--- src/rtl/sysid_pkg.sv ---
// rtl/sysid_pkg.sv - register map constants and byte-lane helper for the sysid block
package sysid_pkg;

  localparam logic [2:0] ADDR_ID      = 3'd0;
  localparam logic [2:0] ADDR_TS      = 3'd1;
  localparam logic [2:0] ADDR_FEAT    = 3'd2;
  localparam logic [2:0] ADDR_HZ      = 3'd3;
  localparam logic [2:0] ADDR_UP_LO   = 3'd4;
  localparam logic [2:0] ADDR_UP_HI   = 3'd5;
  localparam logic [2:0] ADDR_SCRATCH = 3'd6;
  localparam logic [2:0] ADDR_CTRL    = 3'd7;

  localparam int CTRL_CLR    = 0;
  localparam int CTRL_FREEZE = 1;

  // Merge new_v into old_v one byte lane at a time.
  function automatic logic [31:0] apply_be(input logic [31:0] old_v,
                                           input logic [31:0] new_v,
                                           input logic [3:0]  be);
    logic [31:0] res;
    res = old_v;
    for (int i = 0; i < 4; i++) begin
      if (be[i]) res[8*i +: 8] = new_v[8*i +: 8];
    end
    return res;
  endfunction

endpackage

--- src/rtl/sysid_uptime_counter.sv ---
// rtl/sysid_uptime_counter.sv - 64-bit free-running uptime counter with clear and freeze
module sysid_uptime_counter (
  input  logic        clock,
  input  logic        reset,
  input  logic        clr,
  input  logic        freeze,
  output logic [63:0] count
);

  logic [63:0] count_q;
  logic [63:0] count_d;

  // Clear overrides both hold and increment.
  always_comb begin
    count_d = count_q;
    if (clr) begin
      count_d = '0;
    end else if (!freeze) begin
      count_d = count_q + 64'd1;
    end
  end

  always_ff @(posedge clock or posedge reset) begin
    if (reset) begin
      count_q <= '0;
    end else begin
      count_q <= count_d;
    end
  end

  assign count = count_q;

endmodule

--- src/rtl/sysid_info_regs.sv ---
// rtl/sysid_info_regs.sv - system-ID register file with uptime counter, scratch and control
module sysid_info_regs
  import sysid_pkg::*;
#(
  parameter logic [31:0] SYSTEM_ID    = 32'hAAAAAAAA,
  parameter logic [31:0] TIMESTAMP    = 32'd1400398260,
  parameter logic [31:0] FEATURES     = 32'h0000_0000,
  parameter logic [31:0] CLOCK_HZ     = 32'd50_000_000,
  parameter logic [31:0] SCRATCH_INIT = 32'h0000_0000,
  parameter int          ADDR_W       = 3
) (
  input  logic              clock,
  input  logic              reset,
  input  logic [ADDR_W-1:0] address,
  input  logic              read,
  input  logic              write,
  input  logic [31:0]       writedata,
  input  logic [3:0]        byteenable,
  output logic [31:0]       readdata,
  output logic              readdatavalid
);

  logic [31:0] addr_ext;
  logic [2:0]  word_sel;
  logic        in_range;
  logic        wr_en;
  logic        clr;
  logic [63:0] count;

  logic [31:0] scratch_q, scratch_d;
  logic        freeze_q, freeze_d;
  logic [31:0] hi_q, hi_d;
  logic [31:0] readdata_q, readdata_d;
  logic        valid_q, valid_d;
  logic [31:0] rd_word;
  logic [31:0] ctrl_rd;

  assign addr_ext = 32'(address);
  assign word_sel = address[2:0];
  assign in_range = (addr_ext < 32'd8);

  // A write colliding with a read is dropped; the read is served.
  assign wr_en = write && !read && in_range;
  assign clr   = wr_en && (word_sel == ADDR_CTRL) && byteenable[0] && writedata[CTRL_CLR];

  sysid_uptime_counter u_cnt (
    .clock  (clock),
    .reset  (reset),
    .clr    (clr),
    .freeze (freeze_q),
    .count  (count)
  );

  always_comb begin
    ctrl_rd              = '0;
    ctrl_rd[CTRL_FREEZE] = freeze_q;
  end

  always_comb begin
    rd_word = '0;
    case (word_sel)
      ADDR_ID:      rd_word = SYSTEM_ID;
      ADDR_TS:      rd_word = TIMESTAMP;
      ADDR_FEAT:    rd_word = FEATURES;
      ADDR_HZ:      rd_word = CLOCK_HZ;
      ADDR_UP_LO:   rd_word = count[31:0];
      ADDR_UP_HI:   rd_word = hi_q;
      ADDR_SCRATCH: rd_word = scratch_q;
      ADDR_CTRL:    rd_word = ctrl_rd;
      default:      rd_word = '0;
    endcase
    if (!in_range) rd_word = '0;
  end

  always_comb begin
    scratch_d  = scratch_q;
    freeze_d   = freeze_q;
    hi_d       = hi_q;
    readdata_d = readdata_q;
    valid_d    = read;
    if (wr_en && word_sel == ADDR_SCRATCH) begin
      scratch_d = apply_be(scratch_q, writedata, byteenable);
    end
    if (wr_en && word_sel == ADDR_CTRL && byteenable[0]) begin
      freeze_d = writedata[CTRL_FREEZE];
    end
    if (read) begin
      readdata_d = rd_word;
      // Snapshot the high half in the same cycle the low half is sampled.
      if (in_range && word_sel == ADDR_UP_LO) hi_d = count[63:32];
    end
  end

  always_ff @(posedge clock or posedge reset) begin
    if (reset) begin
      scratch_q  <= SCRATCH_INIT;
      freeze_q   <= 1'b0;
      hi_q       <= '0;
      readdata_q <= '0;
      valid_q    <= 1'b0;
    end else begin
      scratch_q  <= scratch_d;
      freeze_q   <= freeze_d;
      hi_q       <= hi_d;
      readdata_q <= readdata_d;
      valid_q    <= valid_d;
    end
  end

  assign readdata      = readdata_q;
  assign readdatavalid = valid_q;

endmodule

--- config.mk ---
export PLATFORM = sky130hd
export DESIGN_NAME = sysid_info_regs
export DESIGN_NICKNAME = d
export VERILOG_FILES = /design/src/rtl/sysid_pkg.sv /design/src/rtl/sysid_uptime_counter.sv /design/src/rtl/sysid_info_regs.sv
export SDC_FILE = /design/constraint.sdc
export NUM_CORES = 1
export LEC_CHECK = 0
export CAP_MARGIN = 20
export CORE_ASPECT_RATIO = 1.75
export CORE_MARGIN = 10
export CORE_UTILIZATION = 52
export CTS_CLUSTER_DIAMETER = 30
export DETAILED_ROUTE_END_ITERATION = 10
export PLACE_DENSITY = 0.77
export RECOVER_POWER = 25
export SLEW_MARGIN = 10
export SYNTH_ARGS = -nofsm -noshare
export SYNTH_HDL_FRONTEND = slang
export SYNTH_SLANG_ARGS = --single-unit
--- constraint.sdc ---
create_clock -name clock -period 4.6 [get_ports clock]
set_input_delay 0.46 -clock clock [delete_from_list [all_inputs] [get_ports clock]]
set_output_delay 0.46 -clock clock [all_outputs]
set_load 0.02 [all_outputs]
==> flow_metrics.py, run 1 <==
# Synthesis and PnR figures
metrics = {
    "outcome": {
        "status": "finished, violations left",
        "violations": "capacitance limit, slew limit",
    },
    "die": {
        "chip_area_sq_um": 20300,
        "fp.dieW_um": 112,
        "initial_core_util_pct": 53.3,
    },
    "job": {
        "max_cap_violations": 2,
    },
    "sta": {
        "final-hold-violation-count": 0,
        "period_minus_slack_ps": 3260,
        "report.final.slew_viol_count": 208,
        "period_used_pct": 70.8,
        "fin_tns_setup_ps": 0,
        "max_slew_margin_pct": -48.5,
    },
    "min_path": {
        "hold_end": "readdata[5]",
        "holdPathStages": 1,
    },
    "yosys": {
        "area_leaders": "dfrtp_1 52%, mux2_2 9.6%, a21oi_1 5.0%",
        "ys_area_sq_um": 7730,
        "top_cell": "dfrtp_1",
        "edf_count": 0,
        "yosysWarnings": 0,
        "top_area_share_pct": 52.4,
    },
    "clocking": {
        "post_cts_resized": 0,
        "holdBufCountCts": 0,
        "postCtsSetupBuffers": 0,
        "cts_tree": "done",
        "htreeDepth": 4,
        "clk_pin_slew_ps": 60,
        "cts_made_buffers": 17,
    },
    "final_layout": {
        "final_nets": 863,
        "synthToLayoutAreaGrowth_pct": 19.2,
        "final-comb-area_sq_um": 3400,
        "antenna_cells": 0,
    },
    "routing": {
        "viasPerCell": 6.19,
        "firstDrtPassIters": 6,
        "vias": 6264,
    },
    "placed_design": {
        "placed_cells": 980,
        "numPortBuffers": 75,
    },
    "power_and_ir_drop": {
        "p_total_mw": 4.07,
    },
    "critical_path": {
        "critical_path.max_fanout": 44,
        "worstReg2RegEnd": "u_cnt.count[60]",
        "cp.required_ps": 4900,
        "crit_start": "read",
    },
}
==> run 1: per-layer routing <==
layer / part of all wire, % / global-route usage, %
met2: 54 / 36.7
met4: 3.5 / 8.92
met5: 0 / 0
met1: 38 / 22.8
met3: 4.7 / 4.54
==> run 1: metrics by stage <==
step	worst slack [ps]	utilization (%)	cell area, sq um
after floorplan	2080	-	7740
after global placement	1660	59.5	8640
after detailed placement	1760	59.6	8660
after CTS	1820	63.6	9240
after global routing	1180	63.5	9220
final	1340	63.5	9220
==> run 1: cell type report <==
| cell class | count | share of cell area (%) |
|---|---|---|
| Clock buffer | 20 | 4.85 |
| Clock inverter | 12 | 1.44 |
| Inverter | 34 | 1.43 |
| Multi-Input combinational cell | 519 | 36.9 |
| Sequential cell | 162 | 44.0 |
| Tap cell | 180 | 2.44 |
| Timing Repair Buffer | 85 | 9.00 |
==> run 1: critical path, cell delays in order <==
cell	delay, ps
clkdlybuf4s50_1	500
clkbuf_1	1410
and3_1	340
buf_4	420
mux2_2	390
==> run 1: flip-flops by register name, indices dropped and copies added, names as in the netlist <==
signal,count
readdata,32
freeze_q,1
u_cnt.count,64
readdatavalid,1
hi_q,32
scratch_q,32
==> run 1: logic make-up (layout without fill, tap and decap cells) <==
kind of cell    after synthesis  in the layout  synth area share (%)
buf+inv                      73            151                  3.70
flops                       162            162                  52.4
mux                          79             79                  11.3
fa+ha+maj                     1              1                 0.162
compound gates              174            174                  12.9
xor+xnor                     28             28                  3.17
simple gates                237            237                  16.4
==> run 1: power by group <==
| part | internal, mW | switching (mW) |
|---|---|---|
| sequential | 1.71 | 0.267 |
| combinational | 0.351 | 0.359 |
| clock | 0.814 | 0.577 |
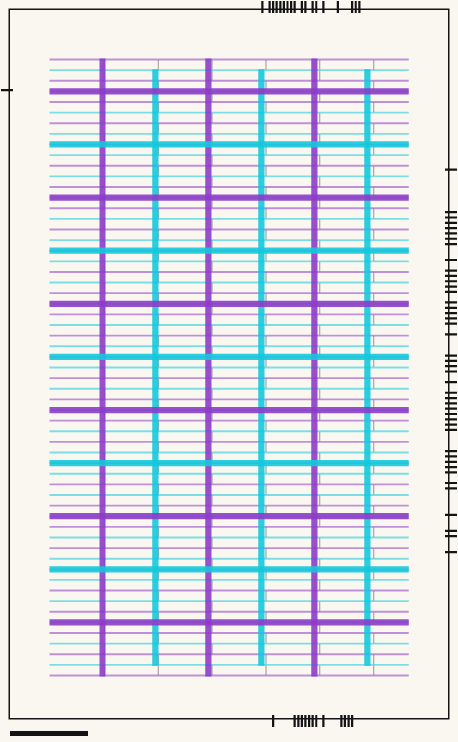
Figure 1: run 1, supply network.
The bar under the picture is 20 um long. Pins as bars on the die edge. Tap cells in gray.
- VDD: cyan
- VSS: purple
- signal pins: 76
- met1 rails: 59
- rows: 58

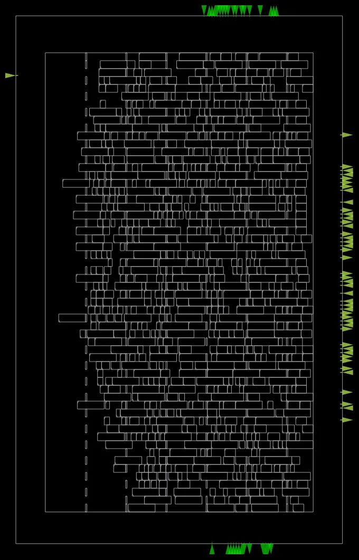
Figure 2: run 1, cell placement.
Layout Utilization: 63.5%
Core Region: 14,500 sq um
final std cells w/o fill: 1,012
Seq/total area: 44.0%
FP Rows: 58

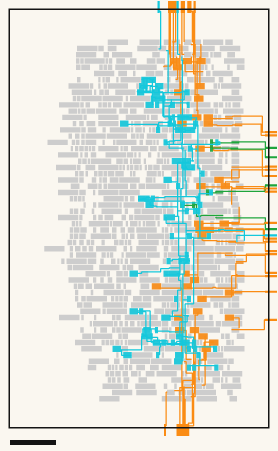
Figure 3: run 1, wires at chosen ports, followed through buffers.
The bar under the picture is 20 um long.
- byteenable: green (bits 4; direction input; edge right; end cells 5; wire 145 um)
- address: cyan (bits 3; direction input; edge 2 top, 1 right; end cells 88; wire 1,180 um)
- writedata: orange (bits 32; direction input; edge 16 right, 9 top, 7 bottom; end cells 34; wire 1,270 um)

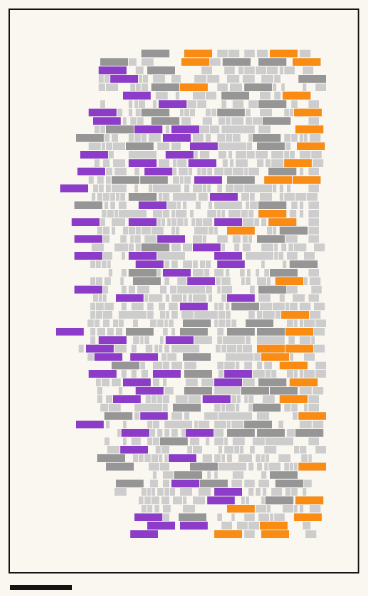
Figure 4: run 1, sequential cells grouped by signal name.
The bar under the picture is 20 um long.
- u_cnt.count: purple (sequential cells 64)
- readdata: orange (sequential cells 32; where a column on the right)
- not colored: 66

--- run 2 (diff from run 1) ---
clock period = 2.7 ns   (was 4.6 ns; I/O delays follow)
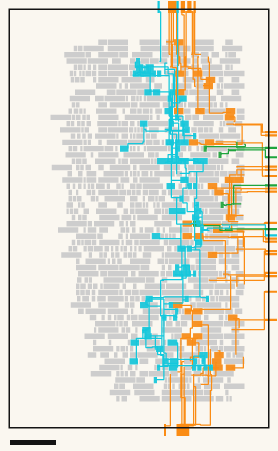
Figure 5: run 2, wires at chosen ports, followed through buffers.
The bar under the picture is 20 um long.
- address: cyan (bits 3; direction input; edge 2 top, 1 right; end cells 88; wire 1,100 um)
- writedata: orange (bits 32; direction input; edge 16 right, 9 top, 7 bottom; end cells 34; wire 1,370 um)
- byteenable: green (bits 4; direction input; edge right; end cells 5; wire 133 um)

==> flow_metrics.py, run 2 <==
# Synthesis and PnR figures
metrics = {
    "outcome": {
        "status": "complete, no violations",
    },
    "job": {
        "max_cap_violations": 0,
    },
    "die": {
        "core_sq_um": 14500,
        "initial_core_util_pct": 53.3,
        "fp-row-count": 58,
        "chip_area_sq_um": 20300,
    },
    "critical_path": {
        "cp_cell_sequence": "nand4_1, nor3_1, nand4_1, or4_1, a21oi_1",
        "cp_top_family": "simple AND/OR/NAND/NOR gates",
        "cp.required_ps": 3050,
        "crit_start": "u_cnt.count[24]",
        "critical_path.max_fanout": 8,
        "crit_top_cell": "nand4_1",
    },
    "min_path": {
        "hold_end": "readdata[7]",
    },
    "routing": {
        "viasPerCell": 6.18,
        "firstDrtPassIters": 5,
    },
    "sta": {
        "final-hold-violation-count": 0,
        "fin_tns_setup_ps": 0,
        "period_used_pct": 88.4,
    },
    "placed_design": {
        "numPortBuffers": 75,
    },
    "yosys": {
        "top_cell": "dfrtp_1",
        "area_leaders": "dfrtp_1 52%, mux2_2 9.6%, a21oi_1 5.0%",
    },
    "clocking": {
        "holdBufCountCts": 0,
    },
}
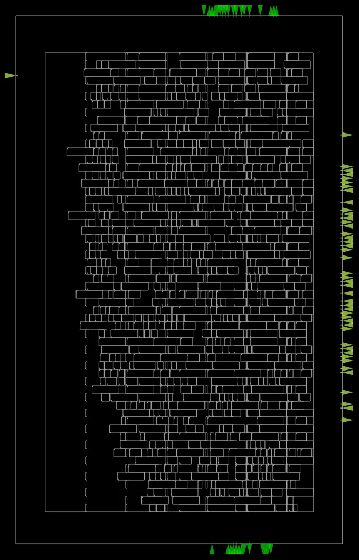
Figure 6: run 2, cell placement.
Seq/total area: 43.1%
number of fill cells: 1,096

==> run 2: cells by family (layout without fill, tap and decap cells) <==
logic type	Yosys count	count (layout)	share of synthesized area [%]
AND-OR/OR-AND	174	174	12.9
buffers and inverters	73	167	3.70
adder cells (fa/ha/maj)	1	1	0.162
XOR/XNOR	28	28	3.17
flip-flops	162	162	52.4
multiplexers	79	79	11.3
other	0	1	0
AND/OR/NAND/NOR	237	237	16.4
==> run 2: metal layers <==
metal / GRT usage [%] / wire length, um / up-vias
met5: 0 / 0 / -
met4: 9.02 / 703 / 0
met3: 4.08 / 1060 / 49
met2: 38.6 / 11600 / 249
met1: 22.7 / 7960 / 3174
li1: - / - / 2884
==> run 2: stage by stage <==
step	worst slack (ps)	instance area [sq um]	power [mW]	utilization [%]
floorplan	373	7740	4.07	-
global placement	356	8810	4.51	60.7
detailed placement	225	8810	4.60	60.7
CTS	326	9430	7.14	65.0
global route	76.7	9400	7.42	64.8
finish	314	9400	7.12	64.8
==> run 2: worst min-delay path: cells and delay by family <==
family | cells | cell delay, ps
buffers and inverters | 1 | 250
AOI/OAI and AO/OA | 2 | 240
==> run 2: power by group <==
| group | internal (mW) | switching (mW) | total [mW] |
|---|---|---|---|
| logic | 0.606 | 0.619 | 1.22 |
| registers | 2.91 | 0.461 | 3.37 |
| clock network | 1.48 | 1.05 | 2.53 |
==> run 2: cell type report <==
type | instances | area (sq um) | share of cell area, %
clock buffer | 17 | 425 | 4.53
timing repair buffer | 101 | 972 | 10.3
tap | 180 | 225 | 2.40
multi-input combinational | 519 | 3400 | 36.2
clock inverter | 15 | 191 | 2.04
sequential | 162 | 4050 | 43.1
antenna | 1 | 2.50 | 0.0266
inverter | 34 | 129 | 1.37
Power is estimated from default activity; no workload was simulated.
